### config.mk
export PLATFORM = sky130hd
export DESIGN_NAME = mem_arbiter
export DESIGN_NICKNAME = d
export VERILOG_FILES = /design/src/rtl/mem_arbiter.sv
export SDC_FILE = /design/constraint.sdc
export NUM_CORES = 1
export LEC_CHECK = 0
export CELL_PAD_IN_SITES_DETAIL_PLACEMENT = 0
export CELL_PAD_IN_SITES_GLOBAL_PLACEMENT = 1
export CORE_AREA = 2 2 279 281
export CTS_BUF_LIST = sky130_fd_sc_hd__clkbuf_4
export CTS_CLUSTER_SIZE = 10
export DETAILED_ROUTE_END_ITERATION = 10
export DIE_AREA = 0 0 281 283
export PLACE_DENSITY = 0.59
export SLEW_MARGIN = 20
export SYNTH_ARGS = -nofsm -noshare
export SYNTH_HDL_FRONTEND = slang
export SYNTH_SLANG_ARGS = --single-unit
### constraint.sdc
create_clock -name clk -period 2.9 [get_ports clk]
set_clock_uncertainty 0.2 [all_clocks]
set_input_delay 0.87 -clock clk [delete_from_list [all_inputs] [get_ports clk]]
set_output_delay 0.87 -clock clk [all_outputs]
set_load 0.01 [all_outputs]
### src/rtl/mem_arbiter.sv
`default_nettype none
// ============================================================================
// Module      : mem_arbiter
// Description : Arbitrates one single-ported shared data memory between the
//               CPU 32-bit system bus and the GEMM accelerator 128-bit line
//               interface.
//               - CPU accesses are single-cycle word transfers. They are
//                 granted combinationally in the same cycle as the request.
//               - Accelerator accesses are uninterruptible line bursts of
//                 1..16 beats.
//               - A streak counter limits how many consecutive CPU grants
//                 may occur while a burst request is waiting.
// Ports       : clk, rst_n           - clock, async active-low reset
//               cpu_*  (in)           - CPU word request, address, mask, data
//               cpu_ready/rd_*        - CPU accept strobe, read return
//               acc_*  (in)           - burst request, line addr, length, data
//               acc_gnt/done          - burst accept / completion pulses
//               acc_wr_ready/rd_*     - per-beat write consume / read return
//               mem_*                 - unified line port towards the memory
// Revision    : 1.0 - initial release
// ============================================================================
module mem_arbiter #(
    parameter int CPU_MAX = 4
) (
    input  logic         clk,
    input  logic         rst_n,
    // CPU system bus
    input  logic         cpu_req,
    input  logic         cpu_rdwr,
    input  logic [31:0]  cpu_addr,
    input  logic [3:0]   cpu_mask,
    input  logic [31:0]  cpu_wr_data,
    output logic         cpu_ready,
    output logic [31:0]  cpu_rd_data,
    output logic         cpu_rd_valid,
    // Accelerator line interface
    input  logic         acc_req,
    input  logic         acc_rdwr,
    input  logic [31:0]  acc_addr,
    input  logic [3:0]   acc_len,
    output logic         acc_gnt,
    input  logic [127:0] acc_wr_data,
    output logic         acc_wr_ready,
    output logic [127:0] acc_rd_data,
    output logic         acc_rd_valid,
    output logic         acc_done,
    // Memory line port
    output logic         mem_en,
    output logic         mem_rdwr,
    output logic [31:0]  mem_addr,
    output logic [15:0]  mem_mask,
    output logic [127:0] mem_wr_data,
    input  logic [127:0] mem_rd_data
);

    localparam int STREAK_W = $clog2(CPU_MAX + 1);

    localparam logic [0:0]          c_IDLE       = 1'b0;
    localparam logic [0:0]          c_BURST      = 1'b1;
    localparam logic [STREAK_W-1:0] c_STREAK_MAX = STREAK_W'(CPU_MAX);

    // ------------------------------------------------------------------
    // State
    // ------------------------------------------------------------------
    logic [0:0]          r_state;
    logic [STREAK_W-1:0] r_streak;
    logic [31:0]         r_base;
    logic                r_wr;
    logic [4:0]          r_beats;      // 1..16
    logic [4:0]          r_beat;       // index of the beat issued this cycle
    logic                r_cpu_rd_pend;
    logic                r_acc_rd_pend;
    logic [1:0]          r_lane;
    logic                r_done;

    // ------------------------------------------------------------------
    // Arbitration
    // ------------------------------------------------------------------
    logic        w_idle;
    logic        w_burst;
    logic        w_cpu_win;
    logic        w_acc_win;
    logic        w_last_beat;
    logic [1:0]  w_lane;
    logic [3:0]  w_cpu_mask4;
    logic [15:0] w_cpu_mask16;
    logic [31:0] w_burst_addr;
    logic        w_unused;

    assign w_idle  = (r_state == c_IDLE);
    assign w_burst = (r_state == c_BURST);

    // The CPU wins unless a burst is waiting and the CPU has already used
    // up its allowance of consecutive grants.
    assign w_cpu_win = w_idle && cpu_req && (!acc_req || (r_streak < c_STREAK_MAX));
    assign w_acc_win = w_idle && !w_cpu_win && acc_req;

    assign w_last_beat = w_burst && (r_beat == (r_beats - 5'd1));

    assign w_lane       = cpu_addr[3:2];
    // Reads fetch the whole word lane; writes use the byte enables.
    assign w_cpu_mask4  = cpu_rdwr ? cpu_mask : 4'hF;
    assign w_cpu_mask16 = {12'h000, w_cpu_mask4} << {w_lane, 2'b00};

    // Beat address: base + 16*beat, wrapping modulo 2^32.
    assign w_burst_addr = r_base + {23'd0, r_beat, 4'h0};

    // Sub-line address bits carry no information for this port.
    assign w_unused = ^{cpu_addr[1:0], acc_addr[3:0]};

    // ------------------------------------------------------------------
    // Combinational grant / memory strobe. Gated by rst_n so that every
    // output drops to zero the moment reset asserts, without waiting for
    // a clock edge.
    // ------------------------------------------------------------------
    always_comb begin
        cpu_ready    = 1'b0;
        acc_gnt      = 1'b0;
        acc_wr_ready = 1'b0;
        mem_en       = 1'b0;
        mem_rdwr     = 1'b0;
        mem_addr     = 32'h0;
        mem_mask     = 16'h0;
        mem_wr_data  = 128'h0;
        if (rst_n) begin
            if (w_burst) begin
                mem_en   = 1'b1;
                mem_rdwr = r_wr;
                mem_addr = w_burst_addr;
                mem_mask = 16'hFFFF;
                if (r_wr) begin
                    acc_wr_ready = 1'b1;
                    mem_wr_data  = acc_wr_data;
                end
            end else if (w_cpu_win) begin
                cpu_ready   = 1'b1;
                mem_en      = 1'b1;
                mem_rdwr    = cpu_rdwr;
                mem_addr    = {cpu_addr[31:4], 4'h0};
                mem_mask    = w_cpu_mask16;
                mem_wr_data = {4{cpu_wr_data}};
            end else if (w_acc_win) begin
                acc_gnt = 1'b1;
            end
        end
    end

    // Read return: the tag registered with the strobe picks the consumer.
    assign cpu_rd_valid = r_cpu_rd_pend;
    assign cpu_rd_data  = r_cpu_rd_pend ? mem_rd_data[{r_lane, 5'b00000} +: 32] : 32'h0;
    assign acc_rd_valid = r_acc_rd_pend;
    assign acc_rd_data  = r_acc_rd_pend ? mem_rd_data : 128'h0;
    assign acc_done     = r_done;

    // ------------------------------------------------------------------
    // Sequential state
    // ------------------------------------------------------------------
    always_ff @(posedge clk or negedge rst_n) begin
        if (!rst_n) begin
            r_state       <= c_IDLE;
            r_streak      <= '0;
            r_base        <= 32'h0;
            r_wr          <= 1'b0;
            r_beats       <= 5'd0;
            r_beat        <= 5'd0;
            r_cpu_rd_pend <= 1'b0;
            r_acc_rd_pend <= 1'b0;
            r_lane        <= 2'b00;
            r_done        <= 1'b0;
        end else begin
            r_cpu_rd_pend <= w_cpu_win && !cpu_rdwr;
            r_acc_rd_pend <= w_burst && !r_wr;
            // Done lines up with the return of the final read beat.
            r_done        <= w_last_beat;

            if (w_cpu_win) begin
                r_lane <= w_lane;
            end

            // A CPU grant with a burst waiting implies streak < CPU_MAX,
            // so the increment saturates at CPU_MAX by construction.
            if (w_cpu_win) begin
                r_streak <= acc_req ? (r_streak + STREAK_W'(1)) : '0;
            end else if (w_acc_win) begin
                r_streak <= '0;
            end

            if (w_idle) begin
                if (w_acc_win) begin
                    r_state <= c_BURST;
                    r_base  <= {acc_addr[31:4], 4'h0};
                    r_wr    <= acc_rdwr;
                    r_beats <= (acc_len == 4'd0) ? 5'd16 : {1'b0, acc_len};
                    r_beat  <= 5'd0;
                end
            end else begin
                r_beat <= r_beat + 5'd1;
                if (w_last_beat) begin
                    r_state <= c_IDLE;
                end
            end
        end
    end

endmodule
`default_nettype wire

### Where the registers sit, run 1

The bar under the picture is 100 um long.
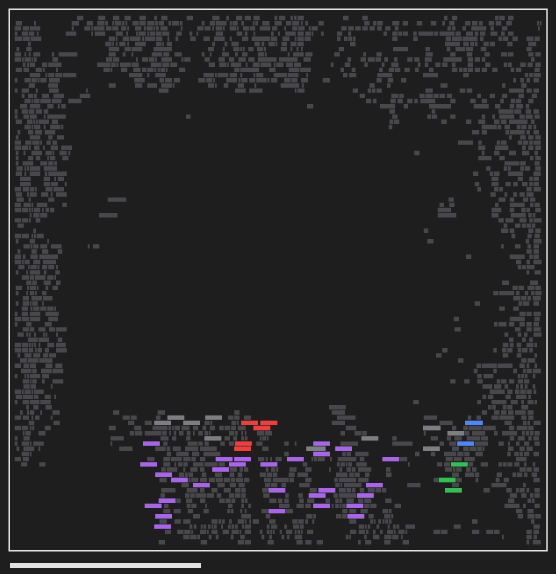
| colour | name in the netlist | placed flops |
|---|---|---|
| purple | r_base | 28 |
| blue | r_lane | 2 |
| red | r_beats | 5 |
| green | r_streak | 3 |

### Sizing map, run 1

The bar under the picture is 100 um long.
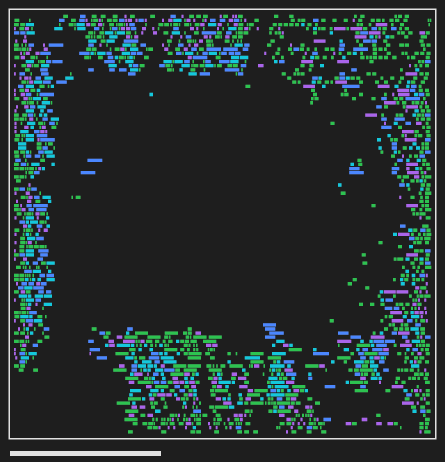
| colour | size | cells | share |
|---|---|---|---|
| green | x1 and smaller | 969 | 55% |
| blue | x6 and larger | 220 | 13% |
| cyan | x3 and x4 | 263 | 15% |
| purple | x2 | 294 | 17% |

==> notes.md, run 1 <==
The synthesis and place-and-route flow finished, so here is a summary.

The number of iterations in the first detailed-routing pass came out at 4. The number of max-cap violations came out at 0. Derived from the worst setup path, the maximum achievable clock frequency is between 200 and 300 MHz. The minimum hold slack is around 0.32 ns. The flip-flop and latch power is about 1300 uW. The number of cells in the design after placement is approximately 2700. After Yosys synthesis, AND-OR and OR-AND compound gates account for 17.8% of the synthesized area. The total core area is roughly 77000 um2. The synth_stat.txt file lists the number of cells as about 870. The largest total area in the synthesized netlist belongs to dfrtp_1. The hold violation total from the final report is 0. Summing all non-filler instances in the final layout gives an area of between 15000 and 20000 um2. Per the detailed-route log, wirelength across all metal layers totals approximately 52 mm. For this run, the slowest stage of the critical path takes 0.45 ns. In the final layout, the share of cells above drive strength 1 is between 40 and 50%.

The count of buffers added by post-CTS timing repair for setup came out at about 62. The final non-filler cell total is 2793. The slew at the pin with the worst max-slew slack is 0.630 ns.

The routed via count is ~10000. The final setup slack of the worst path is -0.715 ns. The final critical delay including setup and external delays came out at between 3 and 4 ns. The synthesized netlist occupies a cell area of 6320 um2. The number of buffer cells added on primary ports is between 600 and 700.

The met1 routed wirelength after detailed routing came out at ~20 mm. r_base holds more flip-flops than any other register. The total die area is 79500 um2. The leading cell type in the layout, fill and taps excluded is clkdlybuf4s50_1. Counting every instance in the synthesized netlist gives 867. The net switching component of the power came out at around 6200 uW. STA classifies the critical path startpoint as a flip-flop. IR analysis of the VDD net gives a maximum drop of 0.335 mV. Yosys printed 0 warnings. The share of the synthesized netlist area taken by xor and xnor gates came out at 5.13%. Per the synthesis report, the adder-cell share of the synthesized area is 1.90%. The highest metal layer carrying signal wires in the routed design is met5. The number of antenna violations at the first check in global routing is 21. The global route stage reports its total congestion overflow as 0.

The utilization of the core after routing came out at a little under a quarter. The warning total across the stage logs is 36. CTS built an H-tree with a depth of 2.

Internal power comes to roughly 7400 uW. The aggregate global-route resource usage is between 10 and 15%. The area fraction of the dominant cell type after synthesis came out at a little under a fifth. The post-synth tally of flip-flops with integrated enable is 0. The most popular library cell in the synthesized design by count is nand2_1. The total CTS buffers came out at 5. The largest registers in the layout are r_base (28), r_beat (5), r_beats (5). After the last flow step, the layout net total stands at ~2100. The share of the Yosys chip area taken by registers is a little under a fifth. Of all power groups, the one with the highest power is combinational logic.

Per the cell usage report, the commonest logic cells after layout are 233 x clkdlybuf4s50_1, 214 x dlygate4sd2_1, 196 x nand2_1. In this design, the largest share of critical-path delay is due to adder cells. The flip-flop count of the largest register, all copies and words added is 28. The switching part of the total power is ~45%.

The post-synthesis average cell area is 7.29 um2. After detailed routing, the number of remaining DRC violations is 0. The placed wire-length estimate after detailed placement came out at about 42 mm. The final count of negative-setup-slack endpoints came out at around 210.

Per the detail_route log, met3 wirelength is between 3 and 4 mm. The arrival time of data at the critical path endpoint came out at 2.54 ns. The script logs the mean routed wire length per placed instance as approximately 19 um. The sequential cell fraction of total power came out at 9.3%. The required time at the worst-slack endpoint is around 1.8 ns. The worst slack at placement came out at -1.37 ns. The number of global-route vias before repair is between 10000 and 15000. The I/O pin count came out at approximately 710. Once iteration 0 of detailed routing completed, the report listed about 300 DRC markers.

The most repeated library cell on the critical path is buf_6. In the final report, the number of pins over their slew limit comes to 0. The synthesis run shows multiplexers occupying roughly 17% of the cell area. Sorting the synthesized cells by area gives the leading types as dfrtp_1 19%, and2_1 16%, nand2_1 12%. The met1 layer usage reported by global route came out at between 10 and 15%. The overall power came out at 13600 uW. The hold buffer count at CTS came out at 0. For reference, simple AND, OR, NAND and NOR cells occupy around a third of the area reported after synthesis. The first-pass GRT wire length is just over 70 mm. The worst-case headroom to the max-slew limit is slightly below 60%. The worst hold path belongs to the class primary input to asynchronous set/reset pin. Ranked by instance count, the synthesized netlist is headed by 202 x nand2_1, 164 x and2_1, 132 x a21oi_1. Setup repair after global routing could not meet its margin everywhere.

Detailed routing placed a total of about 27 mm of wire on met2. met3 track demand over resource after global routing is between 3 and 4%. The layer with the highest usage after global routing is met2.

The share of flip-flops with an asynchronous set or reset is 100%. In this run the clock root is driven by a clkbuf_4. The capturing element type of the critical path is a primary output. From bottom edge to top edge, the die measures roughly 280 um. The number of distinct library cells after synthesis came out at about 43. The global-route track usage on met2 is between 20% and 30%. The final-layout setup total negative slack is -96.33 ns. The number of register bits inferred by synthesis came out at ~48.

The class of the most critical setup path is flip-flop to primary output. After detailed routing, the number of vias per cell comes to approximately 3.6. The combinational fraction of design power is between 80 and 90%. The final reports fail on negative setup slack. The number of sinks handled by clock tree synthesis came out at ~48. For reference, the top logic cell family by area is simple AND/OR/NAND/NOR gates. The final estimated routing congestion in global placement is around 0.93.

The cell area after placement is ~17000 um2. The reported combinational group power is ~12000 uW. The static leakage power came out at approximately 0.0081 uW. The critical path's slowest stage uses the library cell dfrtp_1. The count of buffer and inverter cells on the critical path came out at 4.

Once detail routing completed, the nets flagged for antenna violations numbered 0. The TritonCTS clock tree is done. On the reported timing paths, the clock transition at the registers reads roughly 0.17 ns.

The quantity of gates resized following cts is approximately 1300. In the synthesis report, Yosys lists the chip area as between 6000 and 7000 um2. The worst path uses 125% of the clock period.

The signal on the critical path passes through ha_4 > buf_6 > fa_2 > a21oi_4 > o21ai_4 > buf_6 > buf_6 > nand4_1 > xor2_1 > o21ai_1 > buf_2. The maximum number of pins on one net before global-route repair is 59. The flow reported a cell area power density of between 700 and 800 nW/um2.

For this configuration, the core starts out at a cell density of under 10%. The maximum buffer depth of the clock tree is 2. The report shows a maximum critical-path fanout of 4. The run finished, with violations left. The die width is 281 um. The main flop type is dfrtp_1. The initialized floorplan defines approximately 100 standard-cell rows. Relative to the synthesized area, the layout overhead comes to 186%.
### Clock network drawn from the DEF, run 1

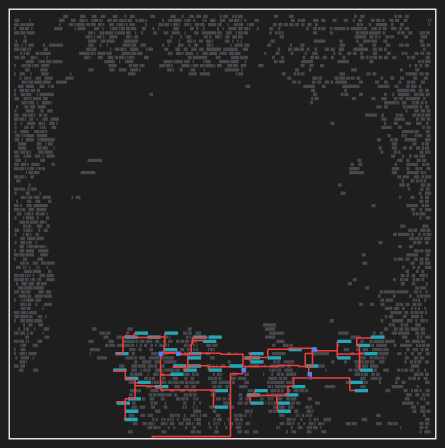
[cyan] flip-flops | count: 48
[red] clock wires | length: 826 um
[blue] clock-net drivers | count: 5
routed clock nets: 6
fraction of power consumed by the clock network: 3.3%
clock insertion delay at the later pin of the skew report: 0.40 ns
power drawn by the clock network: 447 uW

-- run 1: final cells by class --
class | instances | area, um2
antenna | 7 | 17.5
clock buffer | 5 | 37.5
clock inverter | 3 | 46.3
fill | 8355 | 58600
inverter | 9 | 33.8
multi-input combinational | 735 | 6250
sequential | 48 | 1210
tap | 1040 | 1300
timing repair buffer | 946 | 9200
-- run 1: worst paths after layout --
check	startpoint	end	slack, ns	cells after the start
worst min register to register	r_streak[1]	r_streak[1]	0.35	1
worst max register to register	r_state	r_base[10]	0.18	11
worst max-delay path	r_beat[0]	mem_addr[12]	-0.71	11
min in group clk	r_streak[1]	r_streak[1]	0.35	1
worst min-delay path	rst_n	r_lane[0]	0.32	3
max in group asynchronous	rst_n	r_state	1.59	3
### Placed standard cells, run 1

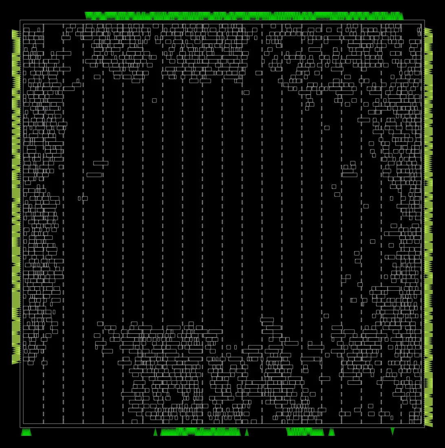

==> run 2, diff against run 1 <==
--- a/config.mk
+++ b/config.mk
@@ -5,6 +5,7 @@
 export SDC_FILE = /design/constraint.sdc
 export NUM_CORES = 1
 export LEC_CHECK = 0
+export CAP_MARGIN = 20
 export CELL_PAD_IN_SITES_DETAIL_PLACEMENT = 0
 export CELL_PAD_IN_SITES_GLOBAL_PLACEMENT = 1
 export CORE_AREA = 2 2 279 281
@@ -13,7 +14,7 @@
 export DETAILED_ROUTE_END_ITERATION = 10
 export DIE_AREA = 0 0 281 283
 export PLACE_DENSITY = 0.59
-export SLEW_MARGIN = 20
+export SLEW_MARGIN = 15
 export SYNTH_ARGS = -nofsm -noshare
 export SYNTH_HDL_FRONTEND = slang
 export SYNTH_SLANG_ARGS = --single-unit
==> constraint.sdc (replaced) <==
create_clock -name clk -period 2.9 [get_ports clk]
set_clock_uncertainty 0.2 [all_clocks]
set_input_delay 0.87 -clock clk [delete_from_list [all_inputs] [get_ports clk]]
set_output_delay 0.87 -clock clk [all_outputs]
set_load 0.05 [all_outputs]
### Placed standard cells, run 2

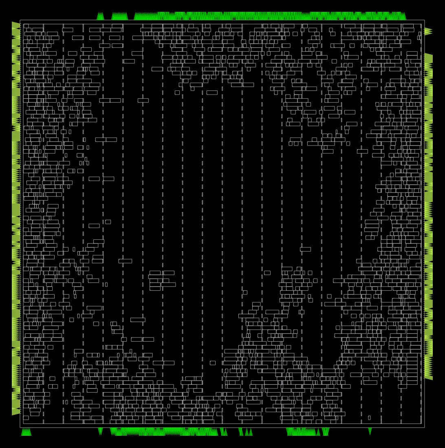
tap cell instance count: 1040
fraction of area in registers: 5.44%
count of sequential standard cells: 48
Std-Cell Core Area: 76700 um2

==> run 2 against run 1 <==
The run still ends with negative setup slack left. Worst setup slack improved by 0.14 ns. Count of clock-buffer cells in the layout did not move. Utilization rose by 5.5 points. Wire length rose by 6.8%. Hold slack improved by 0.018 ns. Global-route usage rose by 1.2 points. Sequential share of layout area fell by 1.2 points. Flip-flop count did not move. Non-clock buffer count fell by 51. Critical endpoint is now mem_addr[20]. Largest power group unchanged.
==> notes.md, run 2 <==
The synthesis and place-and-route flow finished, so here is a summary.

The flow ran to the end, but the final reports show violations. The final reports fail on negative setup slack. The most area-hungry cell type in the Yosys netlist is dfrtp_1.

The maximum buffer depth of the clock tree is 2. Per the OpenROAD floorplan log, the area of the die is 79500 um2. The end of the worst hold path is r_streak[1]. The final critical path takes up 120% of the cycle. The OpenROAD report gives the critical path a data arrival time of around 2.4 ns. The global route total overflow is 0.

The number of iterations in the first detailed-routing pass came out at 4. The number of max-slew violations in the final report is 0. The depth of the worst hold-timing path is 1.

The share of flip-flops with an asynchronous set or reset is 100%. The report shows a maximum critical-path fanout of 11. Cells fill between 20% and 30% of the core in the end.

The number of buffer cells added on primary ports is around 700. The final setup slack of the worst path is -0.571 ns. The net count of the finished layout is 2069. The register clock-pin slew on the reported worst setup and hold paths came out at between 0.15 and 0.2 ns. The average wire per standard cell came out at ~20 um. In the final layout, the share of cells above drive strength 1 is between 50% and 60%.

The number of non-clock inverters is 9. Global routing consumed, over all layers together, 13.5% of the routing resources. By area the synthesized netlist is led by dfrtp_1 19%, and2_1 16%, nand2_1 12%. The number of global-route vias before repair is between 10000 and 15000. The Yosys warning count is 0. The share of synthesized cell area in full adder, half adder and majority cells came out at roughly 1.9%. The endpoint of the worst setup timing path is mem_addr[20]. According to the timing report, the critical path is launched from r_beat[0]. The final count of negative-setup-slack endpoints is around 210.

The flip-flop count of the largest register, all copies and words added is 28. The H-tree was split into 2 levels. The count of nets left with antenna violations once routing finished came out at 0. The cell that appears most often on the critical path is buf_12. The fraction of the mapped netlist area in simple logic gates came out at about a third.

The wire length after detailed routing is ~56 mm. Summing all multiplexer cells gives an area fraction of 16.9%. The filler cells instantiated in the layout total roughly 8000.

The commonest cells after synthesis are 202 x nand2_1, 164 x and2_1, 132 x a21oi_1. The largest registers in the layout are r_base (28), r_beat (5), r_beats (5). More flip-flops sit in one register than any other, and that register is r_base. The quantity of gates resized following cts is 383. The final estimated routing congestion in global placement came out at about 0.9.

The cell count in the Yosys report came out at 867. The final-layout setup total negative slack came out at -65.63 ns. After layout, the clock buffer instance count stands at 5. The I/O pin count is 710.

The synthesized design contains 0 enable-type register cells. Leaving out the clock tree, the finished layout contains a buffer count of 895. The capture point of the worst register-to-register path is recorded as r_base[21]. The number of max-cap violations is 0. The main flop type is dfrtp_1.

The die height is 283 um. The warning total across the stage logs came out at 35. The storage element area came out at between 1000 and 1500 um2.

The area fraction of clock buffers and clock inverters came out at less than 1%. The worst setup path is captured at a primary output. The cell area that synthesis handed to floorplanning was roughly 6300 um2.

Looking at the max-slew report, the worst-margin pin has a slew of between 0.5 and 0.6 ns. The final antenna diode tally reported by the flow is 5. The pre-placement core utilization is 8.24%.
### Where the registers sit, run 2

The bar under the picture is 100 um long.
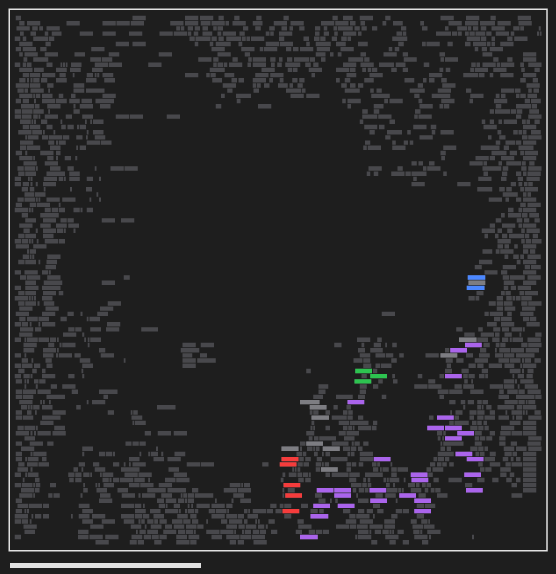
| colour | name in the netlist | placed flops |
|---|---|---|
| purple | r_base | 28 |
| green | r_streak | 3 |
| red | r_beats | 5 |
| blue | r_lane | 2 |
not coloured: 10

[run 2: cell counts after synthesis]
No cell type changed its count.
[run 2: through the flow]
step                instances  setup WS, ns  cell area [um2]
finish                   2740        -0.571            22300
global route             2737        -0.690            22300
CTS                      2736        -0.650            22200
detailed placement       2697        -0.865            20700
global placement         2697        -0.817            20700
floorplan                 870        -0.804             8430
[run 2: layer usage]
layer  GRT usage, %  vias up  wire (um)
met3           3.53       33       4380
li1               -     4624          -
met4           1.16        4        415
met5              0        -         21
met1           15.4     4767      21000
met2           25.8      459      29800
[run 2: report_power, final]
part	switching (uW)	internal [uW]
Sequential	336	1000
Combinational	10500	9160
Clock	256	191
### Clock network drawn from the DEF, run 2

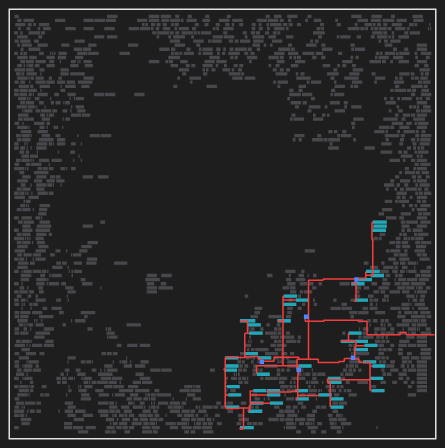

==> run 3, diff against run 2 <==
--- a/config.mk
+++ b/config.mk
@@ -5,15 +5,16 @@
 export SDC_FILE = /design/constraint.sdc
 export NUM_CORES = 1
 export LEC_CHECK = 0
+export ABC_AREA = 1
 export CAP_MARGIN = 20
 export CELL_PAD_IN_SITES_DETAIL_PLACEMENT = 0
 export CELL_PAD_IN_SITES_GLOBAL_PLACEMENT = 1
-export CORE_AREA = 2 2 279 281
+export CORE_AREA = 2 2 276 278
 export CTS_BUF_LIST = sky130_fd_sc_hd__clkbuf_4
 export CTS_CLUSTER_SIZE = 10
 export DETAILED_ROUTE_END_ITERATION = 10
-export DIE_AREA = 0 0 281 283
-export PLACE_DENSITY = 0.59
+export DIE_AREA = 0 0 278 280
+export PLACE_DENSITY = 0.64
 export SLEW_MARGIN = 15
 export SYNTH_ARGS = -nofsm -noshare
 export SYNTH_HDL_FRONTEND = slang
### Clock network drawn from the DEF, run 3

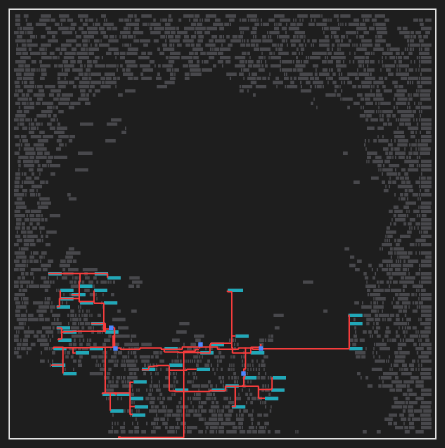
[cyan] flip-flops | count: 48
[blue] clock-net drivers | count: 5
[red] clock wires | length: 993 um
routed clock nets: 6

### Wire density map, run 3

28 x 28 tiles, from dark blue (low) to red (high), scaled to the fullest tile. Values are wire area over tile area, all layers added.
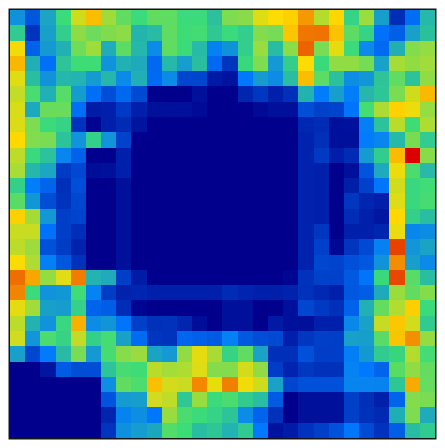
densest ninth of the die: north-east
emptiest ninth of the die: centre
fullest tile: 0.43
tiles over half the peak: 23%
nearly empty tiles: 24%
routed via count: 12006
total global routing track utilization: 13.7%
routed len/inst: 18.1 um
wire length reported by the detailed router: 57.7 mm

==> run 3 against run 2 <==
The flow still finishes with violations (negative setup slack). Hold slack worse by 0.024 ns. Utilization up 2.1 points. Count of clock-buffer cells in the layout unchanged. Non-clock buffer count increased by 18. Combinational power is 9% higher. Via count is 21% higher. Design area is 5.0% higher. Power rose by 8.3%. Synthesized cell count increased by 58%. Clock power is 6.3% higher. Die area decreased by 2.1%. First-iteration DRC count increased by 87%. Largest cell class unchanged.
==> notes.md, run 3 <==
The synthesis and place-and-route flow finished, so here is a summary.

Looking at hold timing, the worst path starts from r_streak[0]. The number of placement rows is 101. The count of buffers added by post-CTS timing repair for setup is around 46. Setup repair after global routing could not meet its margin everywhere. The report lists the power per cell area as just under 1000 nW/um2. The switching part of the total power came out at 54.2%.

The top routing layer in use is met5. The first global-routing pass estimated roughly 80 mm of wire. The count of routing violations after the opening detailed-route iteration is 519. For reference, full adder, half adder and majority cells occupy under 10% of the area reported after synthesis. The die height came out at between 200 and 300 um. For this run the top cell type by instance count after synthesis was nor2_1. The I/O pin count came out at 710. The largest incremental delay on the critical path is roughly 0.43 ns.

In this run the worst setup path begins at r_base[4]. Counting flops with a built-in enable in the synthesized netlist gives 0. Summing all non-filler instances in the final layout gives an area of approximately 23000 um2.

Per the layout area report, the combinational gate area comes to 7260 um2. The final count of negative-setup-slack endpoints is approximately 210. The count of buffer and inverter cells on the critical path is 2. The largest total area in the synthesized netlist belongs to nor2_1. The floorplan step defined a die boundary enclosing a little under 80000 um2. The library cell used as clock root buffer is clkbuf_4. The TritonCTS clock tree is done. The pin closest to its max-slew limit shows a slew of 0.564 ns. The synthesized netlist devotes between 1 and 1.5% of its cell area to XOR and XNOR gates. Per the detailed placement report, the placed cell area equals roughly 20000 um2. The flip-flop and latch power came out at between 1000 and 1500 uW. Per the detail_route log, met2 wirelength is around 30 mm.

For this run, the detailed router's first-pass iteration total came to 7. The critical path ends at mem_addr[16]. The flow ran to the end, but the final reports show violations. The warning total across the stage logs is 35.

The hold violation total from the final report is 0. The antenna violation net count after detailed routing is 0. Grouping non-sequential cells by family puts the most area in simple AND/OR/NAND/NOR gates. The main flop type is dfrtp_1. The checks that failed: negative setup slack.

The number of cells in the design after placement is roughly 3100. The number of H-tree branching levels is 2. The number of antenna violations at the first check in global routing is 16.

Per the synthesis report, the simple-gate share of the synthesized area is slightly below 50%. Subtracting the final worst setup slack from the clock period gives 3.42 ns. The critical path is of the flip-flop to primary output type. For this design the total switching power over the nets is 12600 uW.

The global-route track usage on met2 came out at between 20% and 30%. The global routing report lists met3 layer usage as 3.37%. In this run the critical register-to-register path is launched from r_state. The number of cells traversed by the worst register-to-register path is 9.

Per report_power, the combinational group accounts for between 90 and 100% of the total. The total of fill cells in the finished design is 7903. The number of distinct library cells after synthesis came out at 35. Once layout is complete, the utilization of the core stands at 31.1%. The path class of the tightest hold or removal check is flip-flop to flip-flop. The data required time reported for the critical path is approximately 1.8 ns. Summed over all failing endpoints, the final setup total negative slack is -40.32 ns.

In this run the critical path is formed by ha_2 > fa_2 > nand2_2 > nand2_2 > buf_6 > nand3_4 > nand2_4 > a21oi_2 > o21ai_4 > buf_6. The hold buffer count at CTS came out at 0. The final timing report gives a worst setup slack of -0.519 ns. In the floorplan report the effective utilization is under 10%. The number of max-cap violations is 0. Entering global routing, the biggest net connects ~67 pins. The ratio of cells with drive above 1 in the final layout came out at 45.9%. The met1 routed wirelength after detailed routing came out at around 22 mm. All stages included, the depth of the critical timing path comes to 10. The number of global-route vias before repair came to between 10000 and 15000. Relative to the synthesized area, the layout overhead comes to 235%. On the critical path the data arrives at about 2.4 ns. The overall power is around 23000 uW.

The final non-filler cell total came out at 3196. The met1 layer usage reported by global route is around 16%. The number of DRC violations after detailed routing is 0. By instance count after routing, the leading logic cell types are 351 x buf_12, 311 x clkdlybuf4s50_1, 292 x nand2_1.

The sequential cell fraction of total power came out at under 10%. The cell count in the Yosys report came out at 1371. The internal power summed over all cells came out at 10600 uW.

The clock-net power is around 470 uW. The reported combinational group power came out at between 20000 and 25000 uW. Yosys reported a register bit count of ~48. The final estimated routing congestion in global placement came out at between 0.8 and 0.9. The register with the most flip-flops in the layout has 28 of them. The depth of the worst hold-timing path is 1. The kind of cell with the highest combined delay along the critical path is adder cells. The cell count after synthesis came out at between 1000 and 1500. STA classifies the critical path endpoint as a primary output. The internal reg-to-reg setup slack is between 0.6 and 0.7 ns.

The worst slack at placement came out at -0.884 ns. Looking at the hold checks, the worst path lands on r_streak[0]. Hold timing on the final database bottoms out at a slack of approximately 0.31 ns. Leaving out fill and tap cells, the most frequent cell in the layout is buf_12. For this design, the sink count on the clock tree is roughly 48. The total core area is ~75000 um2. The area fraction of the dominant cell type after synthesis is 23.4%. The register share after synthesis is roughly 17%. The Yosys warning count came out at 0.

The multiplexer share of the synthesized area came out at 0%. The report shows a maximum critical-path fanout of 4. The group drawing the most power is combinational logic. A synthesized cell averages 5.10 um2.

Registers take between 1000 and 1500 um2. The total CTS buffers came out at 5. The global route total overflow came out at 0. The largest registers in the layout are r_base (28), r_beat (5), r_beats (5). The net count of the finished layout came out at ~2600. The worst path uses 118% of the clock period.

The clock network accounts for roughly 2.0% of the total power. The register with the most flip-flops in the final layout is r_base. The fmax is 292 MHz. The total cell area reported by yosys after synthesis came out at ~7000 um2. The slowest stage of the critical path belongs to the cell dfrtp_1. The layer with the highest usage after global routing is met2. The synthesis run shows the most used standard cells to be 436 x nor2_1, 343 x nand2_1, 170 x inv_1. By area the synthesized netlist is led by nor2_1 23%, nand2_1 18%, dfrtp_1 17%. The share of flip-flops with an asynchronous set or reset came out at 100%. The average vias per placed instance came out at around 3.8. The total met3 wirelength after detailed routing came out at between 4 and 5 mm. The complex-gate fraction of the synthesized area is around 17%. The worst-case headroom to the max-slew limit came out at roughly 62%. The endpoint identified for the worst register-to-register timing path is r_beat[1].

The number of max-slew violations in the final report came out at 0. The largest vdd supply drop came out at between 0.5 and 0.6 mV. The clock latency of the later-clocked register in the worst-skew pair came out at roughly 0.42 ns.
## run 3: cell count changes after synthesis, moves of 20 or more
| cell | previous run | this run |
|---|---|---|
| o21ai_0 | 54 | 112 |
| nor2_1 | 10 | 436 |
| mux2_2 | 31 | 0 |
| nand2_1 | 202 | 343 |
| a21oi_1 | 132 | 39 |
| nand3_1 | 5 | 39 |
| inv_1 | 9 | 170 |
| and2_1 | 164 | 2 |
| o211ai_2 | 0 | 20 |
| mux4_2 | 32 | 0 |
## run 3: final cells by class
type,instances,area share (%)
inverter,173,2.91
clock inverter,3,0.198
multi-input combinational,1072,31.0
sequential,48,5.16
antenna,4,0.0428
clock buffer,5,0.160
tap,978,5.23
timing repair buffer,913,55.3
Power is estimated from default activity; no workload was simulated.
